### M4 wires

Bar = 100 um.
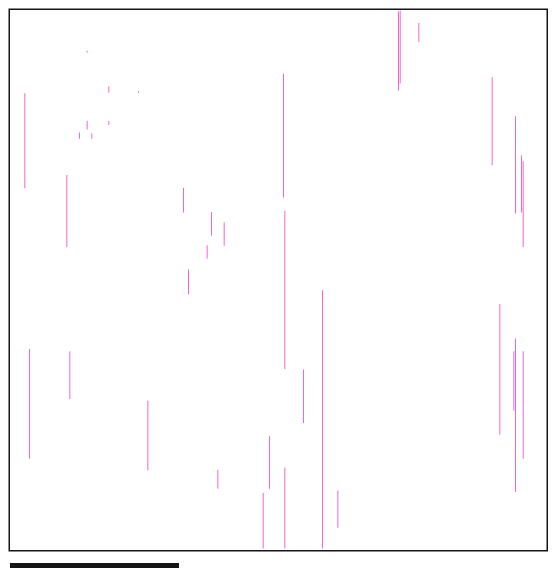
### Sequential cells grouped by signal name

Bar = 100 um.
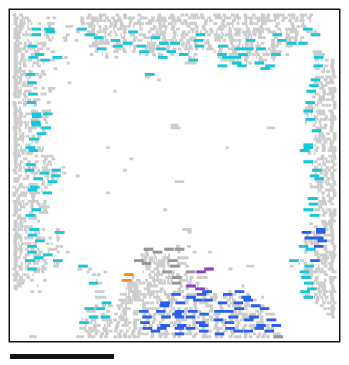
### Selected gate families

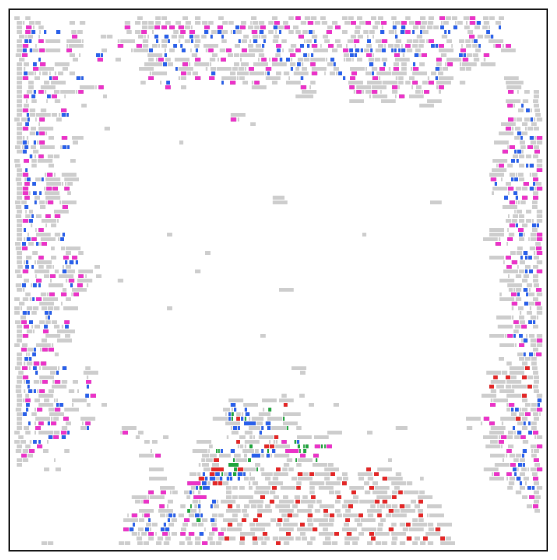
### Congestion heat map

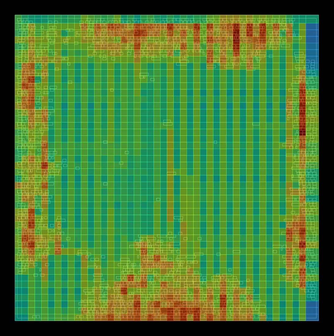
### Signal wires by layer

Two of the layers only.
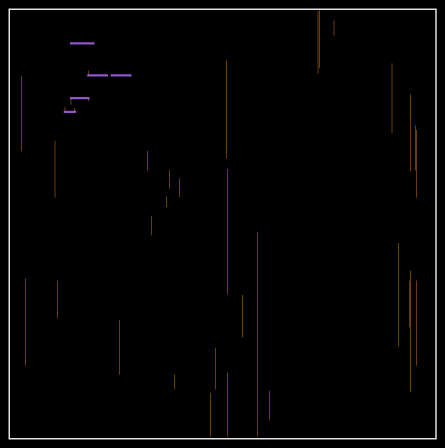
**config.mk**
```make
export PLATFORM = sky130hd
export DESIGN_NAME = adder_fu_sched
export DESIGN_NICKNAME = d
export VERILOG_FILES = /design/src/rtl/adder_fu_pkg.sv /design/src/rtl/rr_arbiter.sv /design/src/rtl/adder_fu_sched.sv
export SDC_FILE = /design/constraint.sdc
export NUM_CORES = 1
export LEC_CHECK = 0
export CAP_MARGIN = 20
export CORE_AREA = 2 2 315 317
export DETAILED_ROUTE_END_ITERATION = 16
export DIE_AREA = 0 0 317 319
export REMOVE_ABC_BUFFERS = 1
export SYNTH_ARGS = -nofsm -noshare
export SYNTH_HDL_FRONTEND = slang
export SYNTH_SLANG_ARGS = --single-unit
```
**constraint.sdc**
```tcl
create_clock -name clk -period 4.45 [get_ports clk]
set_input_delay 0.445 -clock clk [delete_from_list [all_inputs] [get_ports clk]]
set_output_delay 0.445 -clock clk [all_outputs]
set_load 0.05 [all_outputs]
```
**src/rtl/adder_fu_pkg.sv**
```systemverilog
// Shared types and lane helpers for the segmented-adder scheduler.
package adder_fu_pkg;

  localparam int unsigned LANE_W = 16;
  localparam int unsigned LANES  = 4;
  localparam int unsigned DATA_W = LANE_W * LANES;

  typedef enum logic [1:0] {
    MODE_4X16    = 2'd0,
    MODE_2X32    = 2'd1,
    MODE_ILLEGAL = 2'd2,
    MODE_1X64    = 2'd3
  } fu_mode_e;

  typedef enum logic [1:0] {
    ST_IDLE = 2'd0,
    ST_EXEC = 2'd1,
    ST_RESP = 2'd2
  } sched_state_e;

  typedef logic [2*LANES-1:0][LANE_W-1:0] fu_in_t;
  typedef logic [LANES-1:0][LANE_W-1:0]   fu_out_t;

  typedef struct packed {
    logic [DATA_W-1:0] data;
    logic              carry;
    logic              err;
  } fu_resp_t;

  // Interleave operand segments onto FU lanes: even lanes carry a, odd lanes carry b.
  function automatic fu_in_t map_lanes(input logic [DATA_W-1:0] a,
                                       input logic [DATA_W-1:0] b);
    fu_in_t lanes;
    lanes = '0;
    for (int unsigned k = 0; k < LANES; k++) begin
      lanes[2*k]   = a[LANE_W*k +: LANE_W];
      lanes[2*k+1] = b[LANE_W*k +: LANE_W];
    end
    return lanes;
  endfunction

endpackage

```
**src/rtl/rr_arbiter.sv**
```systemverilog
// Combinational round-robin arbiter: first set request at or above ptr, with wrap.
module rr_arbiter #(
  parameter int unsigned NUM_REQ = 4,
  parameter int unsigned PTR_W   = (NUM_REQ > 1) ? $clog2(NUM_REQ) : 1
) (
  input  logic [NUM_REQ-1:0] req,
  input  logic [PTR_W-1:0]   ptr,
  output logic [NUM_REQ-1:0] grant
);

  logic             found;
  logic [PTR_W-1:0] idx;

  always_comb begin
    grant = '0;
    found = 1'b0;
    idx   = '0;
    for (int unsigned i = 0; i < NUM_REQ; i++) begin
      idx = PTR_W'((32'(ptr) + i) % NUM_REQ);
      if (!found && req[idx]) begin
        grant[idx] = 1'b1;
        found      = 1'b1;
      end
    end
  end

endmodule

```
**src/rtl/adder_fu_sched.sv**
```systemverilog
// Round-robin scheduler sharing one segmented adder FU among NUM_REQ requesters.
// Optional perf counters are enabled with ADDER_FU_SCHED_PERF_EN.
module adder_fu_sched
  import adder_fu_pkg::*;
#(
  parameter int unsigned NUM_REQ = 4,
  parameter int unsigned FU_LAT  = 2
) (
  input  logic                             clk,
  input  logic                             reset,
  input  logic [NUM_REQ-1:0]               req_valid,
  output logic [NUM_REQ-1:0]               req_ready,
  input  logic [NUM_REQ-1:0][1:0]          req_mode,
  input  logic [NUM_REQ-1:0][DATA_W-1:0]   req_a,
  input  logic [NUM_REQ-1:0][DATA_W-1:0]   req_b,
  output logic [NUM_REQ-1:0]               resp_valid,
  input  logic [NUM_REQ-1:0]               resp_ready,
  output logic [DATA_W-1:0]                resp_data,
  output logic                             resp_carry,
  output logic                             resp_err,
  output logic                             fu_on_off,
  output logic [1:0]                       fu_config,
  output logic [2*LANES-1:0][LANE_W-1:0]   fu_inputs,
`ifdef ADDER_FU_SCHED_PERF_EN
  output logic [NUM_REQ-1:0][15:0]         perf_grants,
  output logic [15:0]                      perf_stall,
`endif
  input  logic [LANES-1:0][LANE_W-1:0]     fu_outputs,
  input  logic                             fu_carry
);

  localparam int unsigned PTR_W = (NUM_REQ > 1) ? $clog2(NUM_REQ) : 1;
  localparam int unsigned CNT_W = 4;

  sched_state_e          state, state_d;
  logic [PTR_W-1:0]      rr_ptr, rr_ptr_d;
  logic [PTR_W-1:0]      owner, owner_d;
  logic [CNT_W-1:0]      cnt, cnt_d;
  fu_resp_t              resp_q, resp_d;
  logic [NUM_REQ-1:0]    resp_valid_d;
  logic                  fu_on_off_d;
  logic [1:0]            fu_config_d;
  fu_in_t                fu_inputs_d;

  logic [NUM_REQ-1:0]    grant;
  logic [PTR_W-1:0]      gnt_idx;
  logic [PTR_W-1:0]      ptr_next;
  logic                  accept;
  fu_mode_e              gnt_mode;

  rr_arbiter #(
    .NUM_REQ (NUM_REQ),
    .PTR_W   (PTR_W)
  ) u_arb (
    .req   (req_valid),
    .ptr   (rr_ptr),
    .grant (grant)
  );

  // One-hot grant to index.
  always_comb begin
    gnt_idx = '0;
    for (int unsigned i = 0; i < NUM_REQ; i++) begin
      if (grant[i]) gnt_idx = PTR_W'(i);
    end
  end

  assign accept    = (state == ST_IDLE) && (|grant);
  assign req_ready = (state == ST_IDLE) ? grant : '0;
  assign ptr_next  = (gnt_idx == PTR_W'(NUM_REQ - 1)) ? '0 : gnt_idx + PTR_W'(1);
  assign gnt_mode  = fu_mode_e'(req_mode[gnt_idx]);

  // Next-state and next-output logic.
  always_comb begin
    state_d      = state;
    rr_ptr_d     = rr_ptr;
    owner_d      = owner;
    cnt_d        = cnt;
    resp_d       = resp_q;
    resp_valid_d = resp_valid;
    fu_on_off_d  = fu_on_off;
    fu_config_d  = fu_config;
    fu_inputs_d  = fu_inputs;

    case (state)
      ST_IDLE: begin
        if (accept) begin
          owner_d  = gnt_idx;
          rr_ptr_d = ptr_next;
          if (gnt_mode == MODE_ILLEGAL) begin
            state_d      = ST_RESP;
            resp_d       = '{data: '0, carry: 1'b0, err: 1'b1};
            resp_valid_d = NUM_REQ'(1) << gnt_idx;
          end else begin
            state_d     = ST_EXEC;
            cnt_d       = '0;
            fu_on_off_d = 1'b1;
            fu_config_d = req_mode[gnt_idx];
            fu_inputs_d = map_lanes(req_a[gnt_idx], req_b[gnt_idx]);
          end
        end
      end

      ST_EXEC: begin
        if (cnt == CNT_W'(FU_LAT - 1)) begin
          state_d      = ST_RESP;
          cnt_d        = '0;
          resp_d       = '{data: fu_outputs, carry: fu_carry, err: 1'b0};
          resp_valid_d = NUM_REQ'(1) << owner;
          fu_on_off_d  = 1'b0;
          fu_config_d  = '0;
        end else begin
          cnt_d = cnt + CNT_W'(1);
        end
      end

      ST_RESP: begin
        // Return to IDLE only; arbitration resumes the following cycle.
        if (resp_ready[owner]) begin
          state_d      = ST_IDLE;
          resp_valid_d = '0;
        end
      end

      default: state_d = ST_IDLE;
    endcase
  end

  always_ff @(posedge clk or negedge reset) begin
    if (!reset) begin
      state      <= ST_IDLE;
      rr_ptr     <= '0;
      owner      <= '0;
      cnt        <= '0;
      resp_q     <= '0;
      resp_valid <= '0;
      fu_on_off  <= 1'b0;
      fu_config  <= '0;
      fu_inputs  <= '0;
    end else begin
      state      <= state_d;
      rr_ptr     <= rr_ptr_d;
      owner      <= owner_d;
      cnt        <= cnt_d;
      resp_q     <= resp_d;
      resp_valid <= resp_valid_d;
      fu_on_off  <= fu_on_off_d;
      fu_config  <= fu_config_d;
      fu_inputs  <= fu_inputs_d;
    end
  end

  assign resp_data  = resp_q.data;
  assign resp_carry = resp_q.carry;
  assign resp_err   = resp_q.err;

`ifdef ADDER_FU_SCHED_PERF_EN
  // Saturating grant and stall counters.
  always_ff @(posedge clk or negedge reset) begin
    if (!reset) begin
      perf_grants <= '0;
      perf_stall  <= '0;
    end else begin
      for (int unsigned i = 0; i < NUM_REQ; i++) begin
        if (accept && (gnt_idx == PTR_W'(i)) && (perf_grants[i] != 16'hFFFF)) begin
          perf_grants[i] <= perf_grants[i] + 16'd1;
        end
      end
      if ((|req_valid) && (state != ST_IDLE) && (perf_stall != 16'hFFFF)) begin
        perf_stall <= perf_stall + 16'd1;
      end
    end
  end
`endif

endmodule

```
==> impl_metrics.csv <==
group,metric,value,unit
outcome,status,"complete, no violations",
yosys,ys_seq_share,42.6,%
floorplan,fp-row-count,115,
yosys,synthXorXnorAreaFrac,0.0706,%
worst_setup_path,worst-path-buf-inv,2,
detailed_routing,drt_wl_total,61800,um
cts,cts_buffers,27,
cts,cts_tree,"done",
yosys,simple_gate_area_share,6.42,%
yosys,adder_share,0.908,%
worst_setup_path,cp.arrival,4.68,ns
global_route,grt_max_degree,168,
yosys,synth_area,12400,um2
yosys,top_area_cell,"dfrtp_1",
final_layout,signal_buffers,836,
cts,clk_pin_slew,0.06,ns
placement,dp_cells,3304,
floorplan,die_h,319,um
cts,post-cts-setup-buffers,0,
run,warning_count,38,
placement,hpwl,49800,um
yosys,synth.distinct_cells,48,
floorplan,die_area,101000,um2
worst_setup_path,worst-path-max-fanout,108,
worst_setup_path,crit_start,"rr_ptr[1]",
cts,clk_path_buf_depth,3,
placement,port_buffers,799,
global_route,gr-total-overflow,0,
cts,root_buffer,"clkbuf_16",
cts,cts.sinks,211,
floorplan,die_w,317,um
cts,ctsResizeCount,0,
final_timing,worst_pin_slew,1.06,ns
worst_setup_path,required,4.95,ns
hold_path,holdCritPathClass,"in -> async",
yosys,synth_cells,1286,
final_layout,final-clk-cell-share,4.29,%
final_layout,biggestCellCategory,"non-clock buffers",
detailed_routing,first_pass_iters,5,
yosys,ys_seq_elements,211,
yosys,ys_sh_aoi,20.4,%
worst_setup_path,setup.worst_path.start_class,"register",
cts,htreeDepth,1,
global_route,grt_pass1_wl,86000,um
worst_setup_path,crit_type,"reg -> reg",
placement,post-place-ws,0.312,ns
power_and_ir_drop,leakage,9.31,nW
final_layout,final-comb-area,6190,um2
yosys,synthTopLogicFamily,"multiplexers",
cts,clock_latency,0.59,ns
detailed_routing,drt-vias-per-instance,3.80,
final_timing,fmax,239,MHz
yosys,synthTopCellsByArea,"dfrtp_1 (43%), mux2i_1 (21%), a211oi_1 (7.7%), a21oi_1 (5.5%), a22o_1 (4.9%)",
yosys,avgSynthCellArea,9.65,um2
detailed_routing,dr.first_iter.drc_count,529,
yosys,ys_chip_area,12400,um2
final_timing,finalClockPeriodUsage,94.0,%
detailed_routing,drc,0,
cts,cts_hold_buf,1,
worst_setup_path,cp-end-kind,"register",
worst_setup_path,crit_path_cell_trace,"inv_1, ha_1, mux4_2, nor2b_1, a222oi_1, and2_4, buf_12, nor2_1, a211oi_1, a21oi_1, mux2i_1",
About 'M4 wires':
nets with wire on the layer: 27
wire length on this layer: 1,360 um
longest straight run: 152 um
main direction: vertical
share of all routed wire: 2.2%

About 'Sequential cells grouped by signal name':
| netlist name | colour | placed flops |
|---|---|---|
| resp_data | blue | 64 |
| fu_inputs | cyan | 128 |
| resp_valid | purple | 4 |
| rr_ptr | orange | 2 |

About 'Selected gate families':
| family | colour | cells |
|---|---|---|
| nand cells | green | 31 |
| aoi and oai cells | blue | 294 |
| non-inverting ao/oa cells | red | 78 |
| mux cells | magenta | 264 |
Comb area share: 26.9%
final instance count without filler cells: 3,355

About 'Congestion heat map':
post-DR wirelength/cell: 18.4 um
GRT Util Overall: 11.4%
busiest grt layer: met2
met3 GRT Util: 3.82%

About 'Signal wires by layer':
| layer | colour | wire length |
|---|---|---|
| metal 5 | purple | 64.4 um |
| metal 4 | orange | 1,360 um |

-- metrics by stage --
stage | util, % | TNS (ns) | instance area [um2] | power (mW)
6_report | 23.5 | 0 | 23000 | 21.8
5_1_grt | 23.5 | 0 | 23000 | 23.3
4_1_cts | 23.5 | 0 | 23000 | 22.2
3_5_place_dp | 22.5 | 0 | 22000 | 19.6
3_3_place_gp | 22.5 | 0 | 22000 | 19.5
2_1_floorplan | - | -2024.51 | 11900 | 11.9
-- worst paths after layout --
path	to	slack [ns]	cells past startpoint
min in group clk	resp_data[43]	0.46	2
max reg2reg	fu_inputs[43]	0.27	11
min reg2reg	fu_on_off	0.48	1
max	fu_inputs[43]	0.27	11
max in group asynchronous	fu_inputs[124]	3.00	3
min	resp_data[29]	0.41	2
-- metal layers --
| metal | global-route usage, % | up-vias | wire length (um) |
|---|---|---|---|
| li1 | - | 6098 | - |
| met1 | 13.8 | 6022 | 25200 |
| met2 | 19.3 | 543 | 29000 |
| met3 | 3.82 | 75 | 6140 |
| met4 | 2.82 | 10 | 1360 |
| met5 | 0 | - | 64 |
-- Yosys cell counts, types with 2 or more instances --
| library cell | instances |
|---|---|
| buf_6 | 11 |
| o21ai_0 | 9 |
| a211oi_1 | 128 |
| nand2_1 | 18 |
| o21ai_1 | 3 |
| o22ai_1 | 3 |
| nand4_1 | 2 |
| a221o_1 | 2 |
| nand2b_1 | 6 |
| dfrtp_1 | 211 |
| inv_1 | 134 |
| nor2_1 | 145 |
| a21o_1 | 5 |
| clkbuf_1 | 59 |
| a31oi_1 | 2 |
| a22o_1 | 69 |
| ha_1 | 9 |
| a21oi_1 | 137 |
| a311oi_1 | 2 |
| o32ai_1 | 2 |
| buf_1 | 19 |
| mux4_2 | 3 |
| nor3b_1 | 2 |
| and2_1 | 4 |
| buf_2 | 15 |
| nand3_1 | 4 |
| mux2i_1 | 261 |
-- where the power goes --
| part | switching [mW] | total [mW] | internal [mW] |
|---|---|---|---|
| sequential | 0.594 | 3.59 | 2.99 |
| clock | 0.918 | 2.46 | 1.54 |
| combinational | 9.73 | 15.8 | 6.03 |
| total | 11.2 | 21.8 | 10.6 |
-- registers in the layout, summed over array words and instances (netlist names) --
signal,flops
fu_config,2
rr_ptr,2
state,2
resp_carry,1
resp_err,1
fu_inputs,128
resp_valid,4
cnt,4
owner,2
resp_data,64
fu_on_off,1
-- placed cells by master, fill, tap and decap left out, types with 5 or more instances in the layout --
cell	n
bufinv_16	6
o21ai_0	9
inv_1	134
nand2_1	18
a21oi_1	137
dfrtp_1	211
buf_12	12
a21o_1	5
buf_4	25
nand2b_1	6
a211oi_1	128
clkbuf_8	5
clkbuf_1	5
mux2i_1	261
nor2_1	143
a22o_1	69
ha_1	9
clkbuf_16	27
clkdlybuf4s50_1	797
-- worst register-to-register path: stages (launching register included) --
cell and delay [ns]:
dfrtp_1 0.35, inv_1 0.07, ha_1 0.40, mux4_2 0.55
nor2b_1 0.18, a222oi_1 0.59, and2_4 0.31, buf_12 0.28
nor2_1 0.35, a211oi_1 0.66, a21oi_1 0.17, mux2i_1 0.18
Power figures rest on the tool's default switching activity, not on a simulated workload.
